==> config.mk <==
export PLATFORM = sky130hd
export DESIGN_NAME = nibble_serial_adder
export DESIGN_NICKNAME = d
export VERILOG_FILES = /design/src/rtl/alu_pkg.sv /design/src/rtl/nibble_add.sv /design/src/rtl/nibble_serial_adder.sv
export SDC_FILE = /design/constraint.sdc
export NUM_CORES = 1
export LEC_CHECK = 0
export CAP_MARGIN = 20
export CORE_ASPECT_RATIO = 1.4
export CORE_UTILIZATION = 43
export DETAILED_ROUTE_END_ITERATION = 10
export PLACE_DENSITY = 0.74
export SETUP_SLACK_MARGIN = 0.05
export SYNTH_ARGS = -nofsm -noshare
export SYNTH_HDL_FRONTEND = slang
export SYNTH_SLANG_ARGS = --single-unit
==> constraint.sdc <==
create_clock -name clk -period 2.6 [get_ports clk]
set_input_delay 0.52 -clock clk [delete_from_list [all_inputs] [get_ports clk]]
set_output_delay 0.52 -clock clk [all_outputs]
set_load 0.05 [all_outputs]
==> src/rtl/alu_pkg.sv <==
// -----------------------------------------------------------------------------
// alu_pkg
// Shared definitions for the 8-bit ALU datapath: the serial adder FSM state
// encoding, the adder slice width and the flag-vector bit positions (also used
// by the ALU flag register).
// No ports.
// -----------------------------------------------------------------------------
package alu_pkg;

    localparam int NIBBLE_W = 4;

    typedef enum logic [1:0] {
        IDLE = 2'd0,
        RUN  = 2'd1,
        DONE = 2'd2
    } state_t;

    // Flag vector layout: {Z, V, C}
    localparam int FLG_C = 0;
    localparam int FLG_V = 1;
    localparam int FLG_Z = 2;
    localparam int FLG_W = 3;

endpackage

==> src/rtl/nibble_add.sv <==
// -----------------------------------------------------------------------------
// nibble_add
// Combinational 4-bit carry-skip adder slice.
// Ports:
//   a, b  in  NIBBLE_W  addend nibbles
//   cin   in  1         carry in
//   s     out NIBBLE_W  sum nibble
//   cout  out 1         carry out (skips the ripple chain when all bits propagate)
// -----------------------------------------------------------------------------
module nibble_add
    import alu_pkg::*;
(
    input  logic [NIBBLE_W-1:0] a,
    input  logic [NIBBLE_W-1:0] b,
    input  logic                cin,
    output logic [NIBBLE_W-1:0] s,
    output logic                cout
);

    logic [NIBBLE_W:0]   c;
    logic [NIBBLE_W-1:0] p;

    assign p = a ^ b;

    always_comb begin
        // NOTE: every variable driven here gets a value before any branch or
        // loop, so no path leaves it unassigned and no latch is inferred.
        c    = '0;
        s    = '0;
        c[0] = cin;
        for (int i = 0; i < NIBBLE_W; i++) begin
            s[i]   = p[i] ^ c[i];
            c[i+1] = (a[i] & b[i]) | (p[i] & c[i]);
        end
        // Skip path: when every bit propagates, carry out is simply carry in.
        cout = (&p) ? cin : c[NIBBLE_W];
    end

endmodule

==> src/rtl/nibble_serial_adder.sv <==
// -----------------------------------------------------------------------------
// nibble_serial_adder
// Multi-cycle WIDTH-bit add/subtract unit. Operands are accepted over a
// valid/ready handshake, summed one nibble per clock (LSB nibble first) through
// a single nibble_add slice, and the result with C/V/Z flags is offered over a
// second valid/ready handshake.
// Build option: define ALU_SUB_EN to honour 'sub' (a - b = a + ~b + 1);
// without it 'sub' is ignored and no inversion logic is built.
// Ports:
//   clk, rst            clock (rising) / async active-high reset
//   in_valid, in_ready  operand handshake (in_ready = state is IDLE)
//   a, b, cin, sub      operands, carry in, subtract select
//   out_valid, out_ready result handshake (out_valid = state is DONE)
//   sum, cout, ovf, zero result and flags, held stable while out_valid
// -----------------------------------------------------------------------------
module nibble_serial_adder
    import alu_pkg::*;
#(
    parameter int WIDTH = 8
) (
    input  logic             clk,
    input  logic             rst,
    input  logic             in_valid,
    output logic             in_ready,
    input  logic [WIDTH-1:0] a,
    input  logic [WIDTH-1:0] b,
    input  logic             cin,
    input  logic             sub,
    output logic             out_valid,
    input  logic             out_ready,
    output logic [WIDTH-1:0] sum,
    output logic             cout,
    output logic             ovf,
    output logic             zero
);

    localparam int NIB   = WIDTH / NIBBLE_W;
    localparam int IDX_W = (NIB > 1) ? $clog2(NIB) : 1;

    state_t             state_q, state_d;
    logic [WIDTH-1:0]   a_q, b_q;
    logic [WIDTH-1:0]   sum_q, sum_d;
    logic               carry_q;
    logic [IDX_W-1:0]   idx_q;
    logic [FLG_W-1:0]   flags_q;

    logic [WIDTH-1:0]    b_eff;
    logic                c0;
    logic                accept, last;
    logic [31:0]         shamt;
    logic [NIBBLE_W-1:0] nib_a, nib_b, nib_s;
    logic                nib_c;

    // Operand conditioning at the accept edge.
`ifdef ALU_SUB_EN
    assign b_eff = sub ? ~b : b;
    assign c0    = sub ? 1'b1 : cin;
`else
    logic unused_sub;
    assign unused_sub = sub;
    assign b_eff      = b;
    assign c0         = cin;
`endif

    assign accept = in_valid && (state_q == IDLE);
    assign last   = (idx_q == IDX_W'(NIB - 1));

    // Select the current nibble by shifting it down to bit 0.
    assign shamt = 32'(idx_q) * NIBBLE_W;
    assign nib_a = NIBBLE_W'(a_q >> shamt);
    assign nib_b = NIBBLE_W'(b_q >> shamt);

    nibble_add u_slice (
        .a    (nib_a),
        .b    (nib_b),
        .cin  (carry_q),
        .s    (nib_s),
        .cout (nib_c)
    );

    // Running result with the current nibble merged in; on the last nibble this
    // is the complete sum, so the flags are derived from it directly.
    assign sum_d = (sum_q & ~(WIDTH'({NIBBLE_W{1'b1}}) << shamt))
                 | (WIDTH'(nib_s) << shamt);

    always_comb begin
        state_d = state_q;
        unique case (state_q)
            IDLE:    if (in_valid)  state_d = RUN;
            RUN:     if (last)      state_d = DONE;
            DONE:    if (out_ready) state_d = IDLE;
            default:                state_d = IDLE;
        endcase
    end

    // NOTE: the operand registers carry no reset; they are loaded on every
    // accept and never read before one, so a reset would add nothing.
    always_ff @(posedge clk) begin
        if (accept) begin
            a_q <= a;
            b_q <= b_eff;
        end
    end

    // NOTE: state is updated with non-blocking assignments so every register
    // samples pre-edge values regardless of statement order.
    always_ff @(posedge clk or posedge rst) begin
        if (rst) begin
            state_q <= IDLE;
            carry_q <= 1'b0;
            idx_q   <= '0;
            sum_q   <= '0;
            flags_q <= '0;
        end else begin
            state_q <= state_d;
            if (accept) begin
                carry_q <= c0;
                idx_q   <= '0;
            end else if (state_q == RUN) begin
                sum_q   <= sum_d;
                carry_q <= nib_c;
                if (last) begin
                    flags_q[FLG_C] <= nib_c;
                    flags_q[FLG_V] <= (a_q[WIDTH-1] == b_q[WIDTH-1]) &&
                                      (sum_d[WIDTH-1] != a_q[WIDTH-1]);
                    flags_q[FLG_Z] <= (sum_d == '0);
                end else begin
                    idx_q <= idx_q + 1'b1;
                end
            end
        end
    end

    // Handshake outputs decode registered state only.
    assign in_ready  = (state_q == IDLE);
    assign out_valid = (state_q == DONE);
    assign sum       = sum_q;
    assign cout      = flags_q[FLG_C];
    assign ovf       = flags_q[FLG_V];
    assign zero      = flags_q[FLG_Z];

endmodule

Fig. 1: run 1, I/O pins on the die edge
Pins as bars across the die edge, other pins in grey.
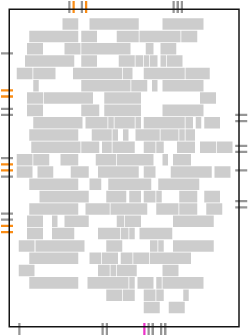
Key: out_ready = magenta [pins 1, direction input, edge south]; b = orange [pins 8, direction input, edge 6 west, 2 north]
All pins by edge: 13 west, 8 south, 7 north, 7 east.

Fig. 2: run 1, metal layers overlaid
The bar under the picture is 20 um long.
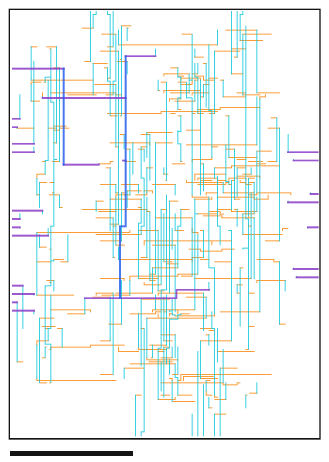
Key: met4 = blue [wire length 56.0 um]; met2 = cyan [wire length 1,340 um]; met3 = purple [wire length 109 um]; met1 = orange [wire length 833 um]

Fig. 3: run 1, clock distribution
The bar under the picture is 20 um long.
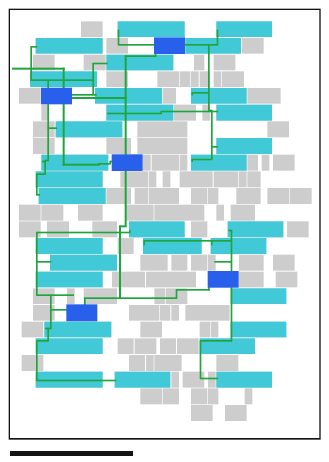
Key: cells driving clock nets = blue [count 5]; clock wires = green [length 362 um]; flip-flops = cyan [count 31]
There are 6 routed clock nets.

-- run 1: stage by stage --
step,instances,power [mW]
6_report,178,2.575
5_1_grt,178,2.742
4_1_cts,178,2.601
3_5_place_dp,169,2.204
3_3_place_gp,169,2.153
2_1_floorplan,96,1.791
-- run 1: repair_timing --
item / CTS / global route
pin swaps: 1 / 1
hold endpoints to repair: 0 / 0
endpoints found under the setup margin: 5 / 6
setup buffers: 1 / 0
gates resized: 3 / 2
-- run 1: worst paths after layout --
check | from | end | slack [ns] | depth (start not counted)
min in group asynchronous | rst | state_q[0]$_DFFE_PP0P_ | 0.59 | 2
min reg2reg | sum[7]$_DFFE_PP0P_ | sum[7]$_DFFE_PP0P_ | 0.48 | 2
max reg2reg | idx_q$_DFFE_PP0P_ | flags_q[1]$_DFFE_PP0P_ | -0.20 | 9
max | idx_q$_DFFE_PP0P_ | flags_q[1]$_DFFE_PP0P_ | -0.20 | 9
max in group asynchronous | rst | idx_q$_DFFE_PP0P_ | 1.61 | 2
min | sum[7]$_DFFE_PP0P_ | sum[7]$_DFFE_PP0P_ | 0.48 | 2
-- run 1: power by group --
part | switching (mW) | internal, mW
clock network | 0.157 | 0.189
logic | 0.784 | 0.629
registers | 0.119 | 0.696
-- run 1: registers in the layout, indices dropped and copies added, names as in the netlist --
signal / cells
sum: 8
idx_q: 1
b_q: 8
a_q: 8
carry_q: 1
state_q: 2
flags_q: 3
-- run 1: cells by family after synthesis --
kind of cell	after synthesis	synth area share, %
AND-OR/OR-AND	10	3.905
flip-flops	31	60.69
adder cells (fa/ha/maj)	8	9.228
AND/OR/NAND/NOR	21	9.939
multiplexers	16	12.69
buffers and inverters	10	3.549
-- run 1: cell type report --
cell class,count,area [um^2]
fillers,254,1206
flip-flops and latches,31,857.1
clock buffers,8,80.08
well taps,39,48.80
inverters,7,26.28
repair buffers,38,367.9
multi-input cells,55,536.8
-- run 1: worst min-delay path: cells and delay by family, from the launching register on --
| kind | cells | cell delay (ns) |
|---|---|---|
| AND/OR/NAND/NOR | 1 | 0.04 |
| flip-flops | 1 | 0.34 |
| AND-OR/OR-AND | 1 | 0.06 |
-- run 1: placed cells by master, fill, tap and decap left out, types with 2 or more instances in the layout --
cell	Yosys	routed
sky130_fd_sc_hd__clkdlybuf4s50_1	0	33
sky130_fd_sc_hd__edfxtp_1	16	16
sky130_fd_sc_hd__dfrtp_1	15	14
sky130_fd_sc_hd__mux2_2	11	9
sky130_fd_sc_hd__nand2_1	6	6
sky130_fd_sc_hd__o21ai_0	8	6
sky130_fd_sc_hd__inv_1	7	5
sky130_fd_sc_hd__clkbuf_8	0	5
sky130_fd_sc_hd__buf_4	1	5
sky130_fd_sc_hd__fa_2	0	4
sky130_fd_sc_hd__ha_1	4	4
sky130_fd_sc_hd__mux2_4	1	3
sky130_fd_sc_hd__nor2_1	3	3
sky130_fd_sc_hd__mux2i_1	4	3
sky130_fd_sc_hd__clkbuf_1	0	3
sky130_fd_sc_hd__o21ai_1	0	2
sky130_fd_sc_hd__inv_2	0	2
-- run 1: layer usage --
layer  part of all wire [%]  vias to the layer above
met1                     36                      413
li1                       -                      422
met3                    4.6                        6
met5                      0                        -
met2                     57                       25
met4                    2.4                        0
==> impl_metrics.csv, run 1 <==
group,metric,value,unit
floorplanning,die_height,69.76,um
route,drt_iter0_markers,12,
cells_and_area,fraction_of_layout_instances_using_a_drive_strength_above_1,25.18,%
placement,io_buffer_count,33,
global_route,grt_overflow_total,0,
yosys,ys.flops,31,
global_route,maximum_number_of_pins_on_one_net_before_global_route_repair,17,
power_and_ir_drop,total_leakage_power,0.7795,nW
cells_and_area,number_of_nets_in_the_layout,168,
floorplanning,chipWidth,50.40,um
cells_and_area,num_antenna_cells,0,
power_and_ir_drop,power_density,1343,nW/um^2
yosys,largest_area_contributor_in_the_netlist,"sky130_fd_sc_hd__edfxtp_1",
global_route,antenna_found_initial,0,
run,log.warning_count,34,
timing,slew_headroom,63.15,%
cells_and_area,area_grow_syn2layout,35.94,%
yosys,synth.top_cell.area_share,34.07,%
timing,fmaxAchievable,357.5,MHz
timing,setup_slack_after_layout,-0.1973,ns
clock_tree,tritoncts_num_sinks,31,
timing,finalWorstPathRequiredPeriod,2.797,ns
power_and_ir_drop,peakVddDrop,0.0007413,V
timing,setup_viol,4,
critical_path,crit_slowest_cell,"sky130_fd_sc_hd__fa_2",
placement,globalplace.congestion,0.7129,
cells_and_area,postLayoutCellArea,1917,um^2
critical_path,critical_path.max_stage_delay,0.46,ns
clock_tree,skew_pair_late_insertion_delay,0.28,ns
critical_path,path_max_fanout,5,
global_route,grt.total_usage,16.12,%
yosys,synth.cells.most_frequent,"sky130_fd_sc_hd__edfxtp_1 (16), sky130_fd_sc_hd__dfrtp_1 (15), sky130_fd_sc_hd__mux2_2 (11)",
yosys,syn_avg_cell_area,14.69,um^2
clock_tree,ctsRootBufferMaster,"sky130_fd_sc_hd__clkbuf_8",
global_route,grt_first_pass_wirelength,4050,um
placement,post_dp_cell_area,1819,um^2
placement,pre_cts_ws,-0.2200,ns
cells_and_area,post-route-util,61.38,%
route,drt-vias-per-instance,4.865,
run,maxCapViolCount,0,
outcome,run_status,"finished, violations left",
outcome,failed_checks,"setup timing",
yosys,syn-cell-area,1410,um^2
yosys,yosysCellCount,96,
yosys,ys.flop_type,"sky130_fd_sc_hd__edfxtp_1",
Fig. 4: run 1, register map, names as in the netlist
Other sequential cells in the stronger grey, the rest of the logic in the fainter grey.
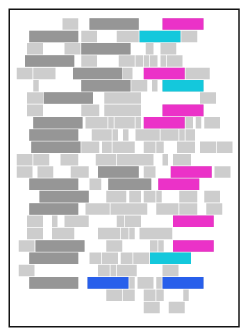

## Run 2: what changed since run 1
- CORE_UTILIZATION: 43 -> 40
- PLACE_DENSITY: 0.74 -> 0.67
- clock period: 2.6 -> 3 ns (I/O delays scaled with it)
Fig. 5: run 2, register map, names as in the netlist
Other sequential cells in the stronger grey, the rest of the logic in the fainter grey.
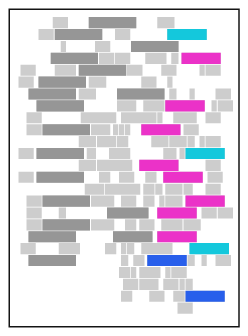
Key: state_q = blue [placed flops 2]; flags_q = cyan [placed flops 3]; sum = magenta [placed flops 8, where east]
Another 18 sequential cells are not coloured.

==> run 2 against run 1 <==
The run now ends clean. Utilization shrank 4.0 points. Via count grew 0.81%. Sequential cell count is the same. Final area grew 1.0%. Clock power shrank 5%. Fmax shrank 1.6%. Worst hold slack gained 0.00071 ns. Routed wire length shrank 2.4%. Non-clock buffer count grew 1. Count of clock-buffer cells in the layout shrank 1.
==> impl_metrics.csv, run 2 <==
group,metric,value,unit
outcome,run_status,"finished, final reports clean",
placement,globalplace.congestion,0.7174,
clock_tree,tritoncts_num_sinks,31,
clock_tree,ctsRootBufferMaster,"sky130_fd_sc_hd__clkbuf_8",
placement,post_dp_cell_area,1794,um^2
yosys,ys.flop_type,"sky130_fd_sc_hd__edfxtp_1",
yosys,yosys-dominant-comb-family,"multiplexers",
yosys,largest_area_contributor_in_the_netlist,"sky130_fd_sc_hd__edfxtp_1",
yosys,synth.top_cell.area_share,34.07,%
global_route,grt_first_pass_wirelength,3912,um
critical_path,r2r_cells,9,
placement,io_buffer_count,33,
worst_hold_path,min_path_cells,2,
global_route,maximum_number_of_pins_on_one_net_before_global_route_repair,17,
floorplanning,die_height,72.25,um
global_route,grt_overflow_total,0,
yosys,post_synth_fa_ha_maj_area_fraction,9.228,%
cells_and_area,finalNonFillerCells,180,
route,drt_iter0_markers,11,
yosys,ys.flops,31,
power_and_ir_drop,power_density,1151,nW/um^2
yosys,syn_avg_cell_area,14.69,um^2
critical_path,timing.critical_path.from,"idx_q$_DFFE_PP0P_",
run,maxCapViolCount,0,
cells_and_area,fraction_of_layout_instances_using_a_drive_strength_above_1,25.71,%
yosys,synthXorXnorAreaFrac,0,%
run,log.warning_count,31,
global_route,antenna_found_initial,0,
placement,pre_cts_ws,0.005516,ns
power_and_ir_drop,peakVddDrop,0.0005889,V
power_and_ir_drop,post-layout-total-power,2.229,mW
yosys,yosysCellCount,96,
critical_path,path_max_fanout,5,
cells_and_area,num_antenna_cells,0,
cells_and_area,layout.cells.most_common,"sky130_fd_sc_hd__clkdlybuf4s50_1",
timing,finalWorstPathRequiredPeriod,2.843,ns
Fig. 6: run 2, metal layers overlaid
The bar under the picture is 20 um long.
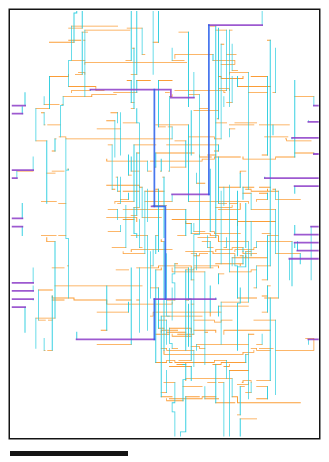
vias: 873
wire length per cell: 12.67 um
total wire length after detailed routing: 2280 um
overall fraction of global-route tracks in use: 15.00%

-- run 2: per-layer routing --
| metal | vias up | wire length [um] | track usage (%) |
|---|---|---|---|
| met2 | 29 | 1212 | 24.07 |
| met5 | - | 0 | 0 |
| met1 | 416 | 875 | 16.25 |
| met4 | 0 | 72 | 8.772 |
| li1 | 421 | - | - |
| met3 | 7 | 120 | 6.289 |
-- run 2: through the flow --
step                      util (%)  hold WS [ns]
after floorplan                  -        0.5015
after CTS                    56.78        0.4833
after global placement       53.11        0.4616
final                        57.33        0.4800
after global routing         57.33        0.5026
after detailed placement     53.11        0.4690
-- run 2: worst max-delay path, stage by stage (launching register included) --
cell and delay [ns]:
sky130_fd_sc_hd__dfrtp_2 0.43, sky130_fd_sc_hd__mux2_4 0.32, sky130_fd_sc_hd__fa_2 0.37, sky130_fd_sc_hd__fa_2 0.37
sky130_fd_sc_hd__fa_2 0.33, sky130_fd_sc_hd__inv_1 0.08, sky130_fd_sc_hd__fa_2 0.48, sky130_fd_sc_hd__and3_4 0.17
sky130_fd_sc_hd__nor2_1 0.09, sky130_fd_sc_hd__o21ai_0 0.08
-- run 2: area by class of cell --
cell class                 instances  area [um^2]
multi-input combinational         55        536.8
clock inverter                     1        5.005
timing repair buffer              39        375.4
sequential                        31        857.1
fill                             295         1441
inverter                           7        26.28
tap                               40        50.05
clock buffer                       7        86.33
-- run 2: what timing repair did --
| item | 4_1_cts | 5_1_grt |
|---|---|---|
| setup endpoints to repair | 1 | 2 |
| hold buffers | 0 | 0 |
| pin swaps | 1 | 3 |
| gates resized | 5 | 4 |
| setup buffers | 2 | 1 |
-- run 2: worst paths after layout --
check / end / slack [ns]
worst max-delay path: flags_q[1]$_DFFE_PP0P_ / 0.16
worst min-delay path: sum[7]$_DFFE_PP0P_ / 0.48
worst max register to register: flags_q[1]$_DFFE_PP0P_ / 0.16
worst min register to register: sum[7]$_DFFE_PP0P_ / 0.48
max in group asynchronous: idx_q$_DFFE_PP0P_ / 1.93
min in group asynchronous: sum[1]$_DFFE_PP0P_ / 0.67
-- run 2: where the power goes --
| group | switching, mW | leakage, nW | internal [mW] | total (mW) |
|---|---|---|---|---|
| logic | 0.656 | 0.417 | 0.535 | 1.19 |
| registers | 0.104 | 0.333 | 0.603 | 0.708 |
| clock network | 0.146 | 0.0482 | 0.185 | 0.330 |
-- run 2: cells by family after synthesis --
logic type / Yosys count
flip-flops: 31
AND-OR/OR-AND: 10
buffers and inverters: 10
adder cells (fa/ha/maj): 8
multiplexers: 16
AND/OR/NAND/NOR: 21
Fig. 7: run 2, clock nets
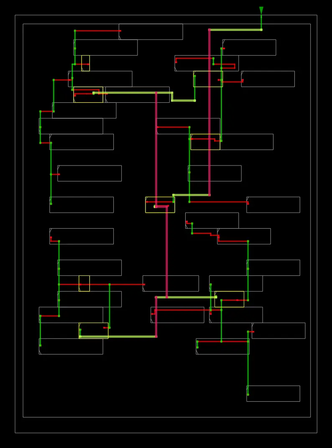

## Run 3: what changed since run 2
- CAP_MARGIN: 20 -> default
- HOLD_SLACK_MARGIN: default -> 0.15
- clock period: 3 -> 2.7 ns (I/O delays scaled with it)
Fig. 8: run 3, clock nets
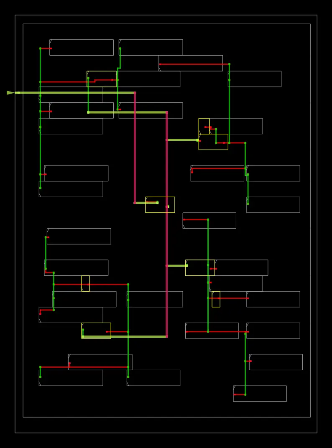
Skew-Pair Late Insertion Delay: 0.28 ns
clock buffers: 7
CTS sink cnt: 31
Flop Count: 31

==> run 3 against run 2 <==
The run now ends with setup timing left. Count of clock-buffer cells in the layout is the same. First-iteration DRC count grew 27%. Total power grew 12%. Synthesized cell count is the same. Register-to-register slack lost 0.22 ns. Utilization grew 0.11 points. Clock power grew 1%. Clock skew shrank 0.0040 ns. Final area grew 0.19%. Critical path type unchanged. Highest routed layer unchanged.
==> impl_metrics.csv, run 3 <==
group,metric,value,unit
run,maxCapViolCount,0,
timing,slew_headroom,62.07,%
critical_path,path_max_fanout,5,
yosys,syn-cell-area,1410,um^2
global_route,antenna_found_initial,0,
timing,setup_slack_after_layout,-0.05880,ns
critical_path,cp.buffers_inverters,1,
yosys,synth.top_cell.area_share,34.07,%
cells_and_area,post-route-util,57.44,%
critical_path,worst_r2r_start,"idx_q$_DFFE_PP0P_",
global_route,grt_first_pass_wirelength,3801,um
route,detailroute.via_count,878,
global_route,grt_overflow_total,0,
critical_path,crit_chain,"mux2_4 -> fa_2 -> fa_2 -> fa_2 -> inv_2 -> fa_2 -> and3_4 -> nor2_2 -> o21ai_1",
floorplanning,chipWidth,52.18,um
timing,setup_viol,3,
worst_hold_path,min_path_cells,2,
outcome,run_status,"finished, violations left",
critical_path,r2r_cells,9,
power_and_ir_drop,peakVddDrop,0.0007774,V
cells_and_area,area_grow_syn2layout,37.62,%
outcome,failed_checks,"setup timing",
timing,finalWorstPathRequiredPeriod,2.759,ns
worst_hold_path,holdCritStartpoint,"sum[7]$_DFFE_PP0P_",
yosys,ys.flops,31,
floorplanning,die_height,72.25,um
placement,post_dp_cell_area,1813,um^2
global_route,maximum_number_of_pins_on_one_net_before_global_route_repair,17,
cells_and_area,postLayoutCellArea,1941,um^2
critical_path,crit_slowest_cell,"sky130_fd_sc_hd__fa_2",
global_route,grt.total_usage,14.38,%
critical_path,rrSetupSlack,-0.06,ns
cells_and_area,layout.filler_cells,283,
placement,globalplace.congestion,0.6999,
worst_hold_path,holdPathEnd,"sum[7]$_DFFE_PP0P_",
critical_path,path_common_cell,"sky130_fd_sc_hd__fa_2",
timing,fmaxAchievable,362.5,MHz
Fig. 9: run 3, clock distribution
The bar under the picture is 20 um long.
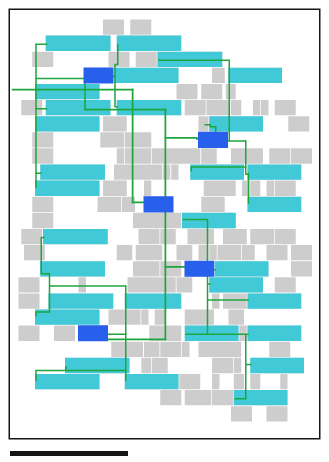
Key: clock wires = green [length 363 um]; cells driving clock nets = blue [count 5]; flip-flops = cyan [count 31]
Position of the flops: widely spread. There are 6 routed clock nets.

==> run 3: cell counts in the layout (fill, tap and decap cells not counted) <==
No cell type changed its count.
==> run 3: power by group <==
| part | switching, mW | total (mW) | internal [mW] |
|---|---|---|---|
| Sequential | 0.118 | 0.788 | 0.670 |
| Clock | 0.153 | 0.334 | 0.180 |
| Combinational | 0.753 | 1.39 | 0.633 |
| Total | 1.02 | 2.51 | 1.48 |
==> run 3: how the worst max path moves through the flow <==
stage	from	to	slack, ns	cells past startpoint
CTS	idx_q$_DFFE_PP0P_	flags_q[1]$_DFFE_PP0P_	-0.08	9
global placement	idx_q$_DFFE_PP0P_	flags_q[1]$_DFFE_PP0P_	-0.09	9
detailed placement	idx_q$_DFFE_PP0P_	flags_q[1]$_DFFE_PP0P_	-0.11	9
global route	idx_q$_DFFE_PP0P_	flags_q[2]$_DFFE_PP0P_	-0.14	9
floorplan	idx_q$_DFFE_PP0P_	flags_q[1]$_DFFE_PP0P_	-0.01	9
finish	idx_q$_DFFE_PP0P_	flags_q[1]$_DFFE_PP0P_	-0.06	9
==> run 3: cell type report <==
| class | instances | share of cell area, % |
|---|---|---|
| Multi-Input combinational cell | 55 | 28.37 |
| Clock inverter | 1 | 0.2579 |
| Timing Repair Buffer | 39 | 19.34 |
| Tap cell | 40 | 2.579 |
| Clock buffer | 7 | 3.933 |
| Sequential cell | 31 | 44.17 |
| Inverter | 7 | 1.354 |
==> run 3: what timing repair did <==
item                                    4_1_cts  5_1_grt
endpoints found under the setup margin        3        4
resized                                       2        5
pin swaps                                     2        3
hold buffers                                  0        0
buffers inserted                              1        2
==> run 3: metal layers <==
| metal | vias up | share of wire, % | track usage [%] |
|---|---|---|---|
| met4 | 0 | 2.5 | 7.895 |
| li1 | 422 | - | - |
| met1 | 421 | 37 | 13.60 |
| met5 | - | 0 | 0 |
| met3 | 7 | 5.0 | 5.660 |
| met2 | 28 | 56 | 25.64 |
==> run 3: per-stage QoR <==
stage	hold slack (ns)	TNS (ns)	std cells	power, mW	worst slack, ns
4_1_cts	0.4915	-0.1060	178	2.463	-0.07618
6_report	0.4891	-0.1434	180	2.508	-0.05880
3_3_place_gp	0.4617	-0.1383	169	2.068	-0.08925
3_5_place_dp	0.4734	-0.1729	169	2.095	-0.1131
5_1_grt	0.5325	-0.3960	180	2.686	-0.1426
2_1_floorplan	0.4414	-0.01495	96	1.725	-0.01495
==> run 3: tightest hold or removal path, cell delays in order, from the launching register on <==
cell,delay [ns]
sky130_fd_sc_hd__dfrtp_1,0.34
sky130_fd_sc_hd__nand2_1,0.05
sky130_fd_sc_hd__o21ai_0,0.06
==> run 3: kinds of logic after synthesis <==
logic type	count (synthesis)	share of synthesized area, %
simple gates	21	9.939
fa+ha+maj	8	9.228
flops	31	60.69
compound gates	10	3.905
buf+inv	10	3.549
mux	16	12.69
Power is estimated from default activity; no workload was simulated.
